**Clock nets**

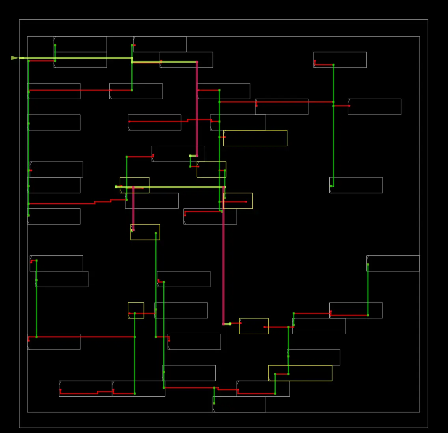
**PDN straps and rails**

Pins as bars on the die edge.
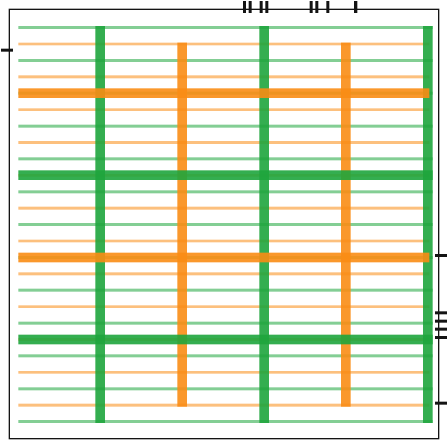
**Gate families picked out**

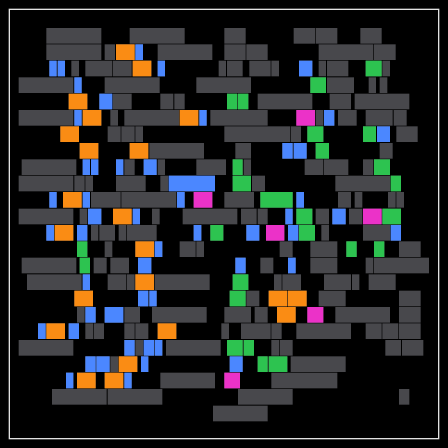
**Placed cells, one colour a class**

Scale bar: 20 um. Fill, decap, tap and diode cells in grey.
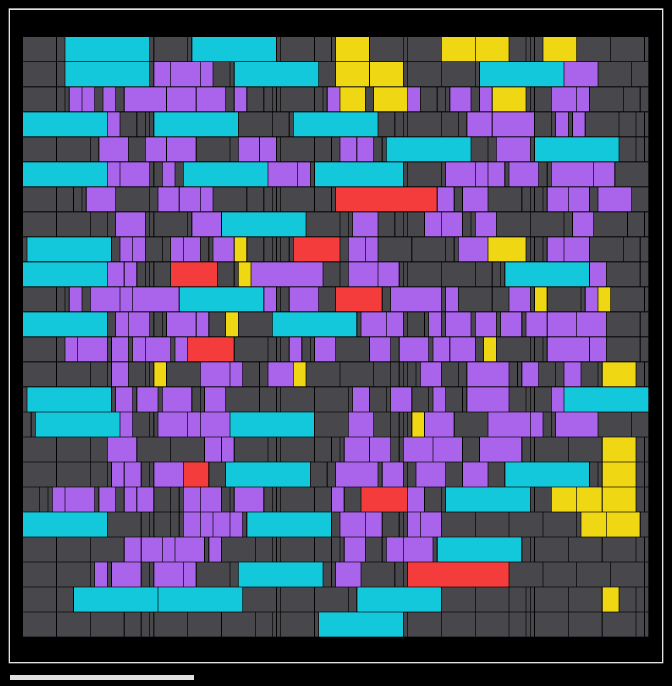
--- config.mk ---
export PLATFORM = sky130hd
export DESIGN_NAME = led_blink_sequencer
export DESIGN_NICKNAME = d
export VERILOG_FILES = /design/src/rtl/led_blink_sequencer_pkg.sv /design/src/rtl/led_blink_sequencer_tick_prescaler.sv /design/src/rtl/led_blink_sequencer.sv
export SDC_FILE = /design/constraint.sdc
export NUM_CORES = 1
export LEC_CHECK = 0
export CAP_MARGIN = 5
export CORE_UTILIZATION = 45
export DETAILED_ROUTE_END_ITERATION = 8
export GPL_ROUTABILITY_DRIVEN = 0
export GPL_TIMING_DRIVEN = 0
export SYNTH_ARGS = -nofsm -noshare
export SYNTH_HDL_FRONTEND = slang
export SYNTH_SLANG_ARGS = --single-unit
export TNS_END_PERCENT = 5
--- constraint.sdc ---
create_clock -name sysClock -period 2.6 [get_ports sysClock]
set_input_delay 0.26 -clock sysClock [delete_from_list [all_inputs] [get_ports sysClock]]
set_output_delay 0.26 -clock sysClock [all_outputs]
set_load 0.02 [all_outputs]
--- src/rtl/led_blink_sequencer_pkg.sv ---
// Shared definitions for the status LED blink sequencer and its helpers:
// FSM state encoding, LED intensity levels and a small sizing helper.
package led_blink_sequencer_pkg;

    typedef enum logic [1:0] {
        ST_IDLE = 2'd0,
        ST_ON   = 2'd1,
        ST_OFF  = 2'd2,
        ST_GAP  = 2'd3
    } seq_state_e;

    localparam logic [3:0] LED_FULL = 4'hF;
    localparam logic [3:0] LED_DARK = 4'h0;

    function automatic int unsigned max3(input int unsigned a,
                                         input int unsigned b,
                                         input int unsigned c);
        int unsigned m;
        m = a;
        if (b > m) m = b;
        if (c > m) m = c;
        return m;
    endfunction

endpackage

--- src/rtl/led_blink_sequencer_tick_prescaler.sv ---
// Free-running divider: one-cycle tick every TICK_DIV clocks, restartable via clr.
// Shared with the downstream PWM/breathing LED stage.
module tick_prescaler #(
    parameter int unsigned TICK_DIV = 2500000
) (
    input  logic sysClock,
    input  logic nReset,
    input  logic clr,
    output logic tick
);

    localparam int unsigned CW = $clog2(TICK_DIV);
    localparam logic [CW-1:0] LAST = CW'(TICK_DIV - 1);

    logic [CW-1:0] cnt_q;
    logic [CW-1:0] cnt_d;

    always_comb begin
        cnt_d = cnt_q + 1'b1;
        if (clr || (cnt_q == LAST)) cnt_d = '0;
    end

    always_ff @(posedge sysClock or negedge nReset) begin
        if (!nReset) cnt_q <= '0;
        else         cnt_q <= cnt_d;
    end

    assign tick = (cnt_q == LAST);

endmodule

--- src/rtl/led_blink_sequencer.sv ---
// Blinks a 4-bit status code as N full-intensity pulses followed by a dark gap,
// overriding the downstream LED stage while a sequence runs.
module led_blink_sequencer
    import led_blink_sequencer_pkg::*;
#(
    parameter int unsigned TICK_DIV  = 2500000,
    parameter int unsigned ON_TICKS  = 2,
    parameter int unsigned OFF_TICKS = 3,
    parameter int unsigned GAP_TICKS = 10
) (
    input  logic       sysClock,
    input  logic       nReset,
    input  logic [3:0] codeIn,
    input  logic       codeValid,
    output logic       codeReady,
    input  logic       codeAbort,
    output logic [3:0] ledLevel,
    output logic       ledOverride,
    output logic       busy
);

    localparam int unsigned TW = $clog2(max3(ON_TICKS, OFF_TICKS, GAP_TICKS) + 1);

    seq_state_e    state_q;
    logic [TW-1:0] tcnt_q;
    logic [3:0]    remaining_q;
    logic          ready_q;
    logic [3:0]    level_q;
    logic          override_q;
    logic          busy_q;

    logic tick;
    logic start;
    logic phase_last;

    // Abort in IDLE masks acceptance; ready_q is only high in IDLE.
    assign start = codeValid && ready_q && !codeAbort && (codeIn != 4'd0);

    tick_prescaler #(
        .TICK_DIV(TICK_DIV)
    ) u_prescaler (
        .sysClock(sysClock),
        .nReset  (nReset),
        .clr     (start),
        .tick    (tick)
    );

    always_comb begin
        phase_last = 1'b0;
        case (state_q)
            ST_ON:   phase_last = (tcnt_q == TW'(ON_TICKS - 1));
            ST_OFF:  phase_last = (tcnt_q == TW'(OFF_TICKS - 1));
            ST_GAP:  phase_last = (tcnt_q == TW'(GAP_TICKS - 1));
            default: phase_last = 1'b0;
        endcase
    end

    always_ff @(posedge sysClock or negedge nReset) begin
        if (!nReset) begin
            state_q     <= ST_IDLE;
            tcnt_q      <= '0;
            remaining_q <= '0;
            ready_q     <= 1'b1;
            level_q     <= LED_DARK;
            override_q  <= 1'b0;
            busy_q      <= 1'b0;
        end else if (codeAbort && (state_q != ST_IDLE)) begin
            state_q     <= ST_IDLE;
            tcnt_q      <= '0;
            remaining_q <= '0;
            ready_q     <= 1'b1;
            level_q     <= LED_DARK;
            override_q  <= 1'b0;
            busy_q      <= 1'b0;
        end else begin
            case (state_q)
                ST_IDLE: begin
                    if (start) begin
                        state_q     <= ST_ON;
                        tcnt_q      <= '0;
                        remaining_q <= codeIn;
                        ready_q     <= 1'b0;
                        level_q     <= LED_FULL;
                        override_q  <= 1'b1;
                        busy_q      <= 1'b1;
                    end
                end
                ST_ON: begin
                    if (tick) begin
                        if (phase_last) begin
                            tcnt_q      <= '0;
                            remaining_q <= remaining_q - 4'd1;
                            level_q     <= LED_DARK;
                            state_q     <= (remaining_q == 4'd1) ? ST_GAP : ST_OFF;
                        end else begin
                            tcnt_q <= tcnt_q + 1'b1;
                        end
                    end
                end
                ST_OFF: begin
                    if (tick) begin
                        if (phase_last) begin
                            tcnt_q  <= '0;
                            level_q <= LED_FULL;
                            state_q <= ST_ON;
                        end else begin
                            tcnt_q <= tcnt_q + 1'b1;
                        end
                    end
                end
                ST_GAP: begin
                    if (tick) begin
                        if (phase_last) begin
                            tcnt_q     <= '0;
                            state_q    <= ST_IDLE;
                            ready_q    <= 1'b1;
                            override_q <= 1'b0;
                            busy_q     <= 1'b0;
                        end else begin
                            tcnt_q <= tcnt_q + 1'b1;
                        end
                    end
                end
                default: state_q <= ST_IDLE;
            endcase
        end
    end

    assign codeReady   = ready_q;
    assign ledLevel    = level_q;
    assign ledOverride = override_q;
    assign busy        = busy_q;

endmodule
==> impl_metrics.tcl <==
# collected from the flow reports
set metrics [dict create \
    wl_met1_mm 2.057 \
    endpoint_kind "flip-flop" \
    finalClockPeriodUsage_pct 90.99 \
    critPathLaunchType "flip-flop" \
    fp_util_pct 48.09 \
    crit_required_ns 2.80 \
    core_mm2 0.004444 \
    drtPass1Iterations 5 \
    drt_iter0_markers 78 \
    yosysChipArea_mm2 0.002137 \
    intPower_uw 1446 \
    max_stage_delay_ns 0.41 \
    powerDensity_mw_per_mm2 903.4 \
    fin_skew_ns 0.004717 \
    h-tree-depth 2 \
    worst_slack_ns 0.2343 \
    io_pins 15 \
    synth-simple-area-share_pct 26.52 \
    cts-root-buf "clkbuf_8" \
    sw_frac_of_total_pct 35.31 \
    worst-r2r-setup-slack_ns 0.23 \
    place.port_buffers 14 \
    met3_usage_pct 2.991 \
    synthAoiAreaFrac_pct 10.66 \
    dieArea_mm2 0.005028 \
    synth_nets 249 \
    grt_max_degree 36 \
    cts_tree "done" \
    totalPowerFinal_uw 2235 \
    grt.met2_usage_pct 31.09 \
    ant_nets 0 \
    final_nets 270 \
    power.leakage_uw 0.001032 \
    netlist_instances 231 \
    dieWidth_um 70.91 \
    clock_path_buffers 2 \
    worst_slew_pin_slew_ns 0.8111 \
    clk_pin_slew_ns 0.08 \
    ys_types 45 \
    grt_pass1_wl_mm 7.362 \
    area_growth_pct 15.75 \
    cpMaxStageDelayCell "dfrtp_1" \
    insertion_delay_ns 0.28 \
    diodes 0 \
    path_max_fanout 10 \
    final_area_mm2 0.002474 \
    gr-total-overflow 0 \
    clockPowerShare_pct 26.6 \
    via_per_inst 5.436 \
    use_met1_pct 24.75 \
    slew_headroom_pct 45.51 \
    antenna_found_initial 0 \
    dpl.hpwl_mm 2.979 \
    postCtsSetupBuffers 0 \
    xor_share_pct 9.016 \
    ys_sh_adder_pct 5.855 \
    die.size.y_um 70.91 \
    outcome "finished clean" \
    top_usage_layer "met2" \
    crit_end "tcnt_q[3]" \
    route.detailed.drc 0 \
    pwr-share-comb_pct 38.1 \
    arrival_ns 2.56 \
    cp_common_cell "nand2b_1" \
    placedCellCount 297 \
    rows 24 \
    routedWlPerCell_um 13.85 \
    tns_ns 0 \
    cp_cell_sequence "inv_1 > ha_1 > nand2b_1 > clkbuf_1 > nand2b_1 > or2_2 > or3_1 > o221ai_1" \
    hold_buffers 0 \
]
Back to the opening pictures, 'clock nets':
Clock net power: 594 uW
# clk buffers: 5
CTS sink cnt: 35

Back to the opening pictures, 'PDN straps and rails':
legend:
  VSS:
    colour: green
  VDD:
    colour: orange
met1 rails: 25
signal pins: 15
met4 straps: 5
met5 straps: 4
rows: 24

Back to the opening pictures, 'gate families picked out':
legend:
  AND-OR and OR-AND gates:
    colour: magenta
    cells: 6
  NOR gates:
    colour: blue
    cells: 52
  XOR/XNOR gates:
    colour: orange
    cells: 22
  inverting AOI/OAI gates:
    colour: green
    cells: 26

Back to the opening pictures, 'placed cells, one colour a class':
legend:
  flops:
    colour: cyan
    cells: 35
  clock drivers and dummy loads:
    colour: red
    cells: 8
  other buffers and delay cells:
    colour: yellow
    cells: 28
  combinational and other logic:
    colour: purple
    cells: 182

cells in the final DEF (no fill, tap or decap), types with 3 or more instances in the layout:
master	count
clkbuf_1	9
or3_1	3
clkdlybuf4s50_1	13
a31oi_1	3
xnor2_1	17
inv_1	14
dfrtp_1	34
xor2_1	5
nand3_1	10
nor4_1	7
nor2_1	27
ha_1	10
nand2b_1	4
nand4_1	7
and4_1	5
buf_4	4
o211ai_1	3
nand2_1	11
nor3_1	12
nor2b_1	4
o21ai_0	8
clkbuf_8	5
o31ai_1	3
layout make-up:
| type | count | area [um^2] |
|---|---|---|
| Buffer | 14 | 75.07 |
| Clock buffer | 5 | 68.82 |
| Clock inverter | 3 | 67.56 |
| Fill cell | 418 | 1971 |
| Inverter | 14 | 52.55 |
| Multi-Input combinational cell | 168 | 1132 |
| Sequential cell | 35 | 877.1 |
| Tap cell | 52 | 65.06 |
| Timing Repair Buffer | 14 | 135.1 |
worst max-delay path: cells and delay by family, from the launching register on:
| kind | cells | cell delay (ns) |
|---|---|---|
| AND-OR/OR-AND | 1 | 0.16 |
| adder cells (fa/ha/maj) | 1 | 0.20 |
| buffers and inverters | 2 | 0.52 |
| flip-flops | 1 | 0.41 |
| AND/OR/NAND/NOR | 4 | 0.98 |
power by group through the flow:
| stage | logic, uW | clock network [uW] | registers, uW |
|---|---|---|---|
| floorplan | 596 | 0 | 799 |
| global placement | 851 | 0 | 799 |
| detailed placement | 854 | 0 | 799 |
| CTS | 860 | 611 | 789 |
| global route | 954 | 628 | 812 |
| finish | 852 | 594 | 789 |
registers in the layout, summed over array words and instances (netlist names):
register,cells
tcnt_q,4
codeReady,1
busy,1
remaining_q,4
u_prescaler.cnt_q,22
ledLevel,1
state_q,2
Yosys cell counts:
master | instances | area (um^2)
a31oi_1 | 3 | 18.77
o31a_1 | 1 | 8.760
or4b_4 | 1 | 13.76
nor4_4 | 1 | 21.27
dfrtp_1 | 34 | 850.8
nand3_1 | 10 | 50.05
a22oi_1 | 2 | 15.01
nor2b_1 | 4 | 25.02
or4b_2 | 1 | 10.01
xor2_1 | 5 | 43.79
or2_2 | 2 | 12.51
and4_1 | 5 | 43.79
nor3_1 | 12 | 60.06
o211ai_1 | 3 | 22.52
or4_1 | 1 | 7.510
clkbuf_1 | 9 | 33.78
or3_1 | 3 | 18.77
inv_1 | 14 | 52.55
nand4_1 | 7 | 43.79
nor4_1 | 7 | 43.79
a21o_1 | 2 | 15.01
o2111ai_1 | 1 | 8.760
nand2_1 | 11 | 41.29
a21oi_1 | 2 | 10.01
nor4b_1 | 1 | 8.760
nand3b_1 | 2 | 15.01
mux2i_1 | 2 | 20.02
o2111ai_2 | 1 | 15.01
xnor2_1 | 17 | 148.9
dfstp_2 | 1 | 26.28
o31ai_1 | 3 | 22.52
a211o_1 | 2 | 17.52
nand4b_1 | 1 | 8.760
a211oi_1 | 1 | 7.510
o221ai_1 | 1 | 8.760
buf_6 | 1 | 11.26
nand2b_1 | 4 | 25.02
o21ai_0 | 8 | 40.04
a31o_2 | 1 | 8.760
and3_2 | 1 | 7.510
ha_1 | 10 | 125.1
a41oi_1 | 1 | 8.760
nor2_1 | 27 | 101.4
and2_4 | 1 | 8.760
buf_4 | 4 | 30.03
Power is estimated from default activity; no workload was simulated.
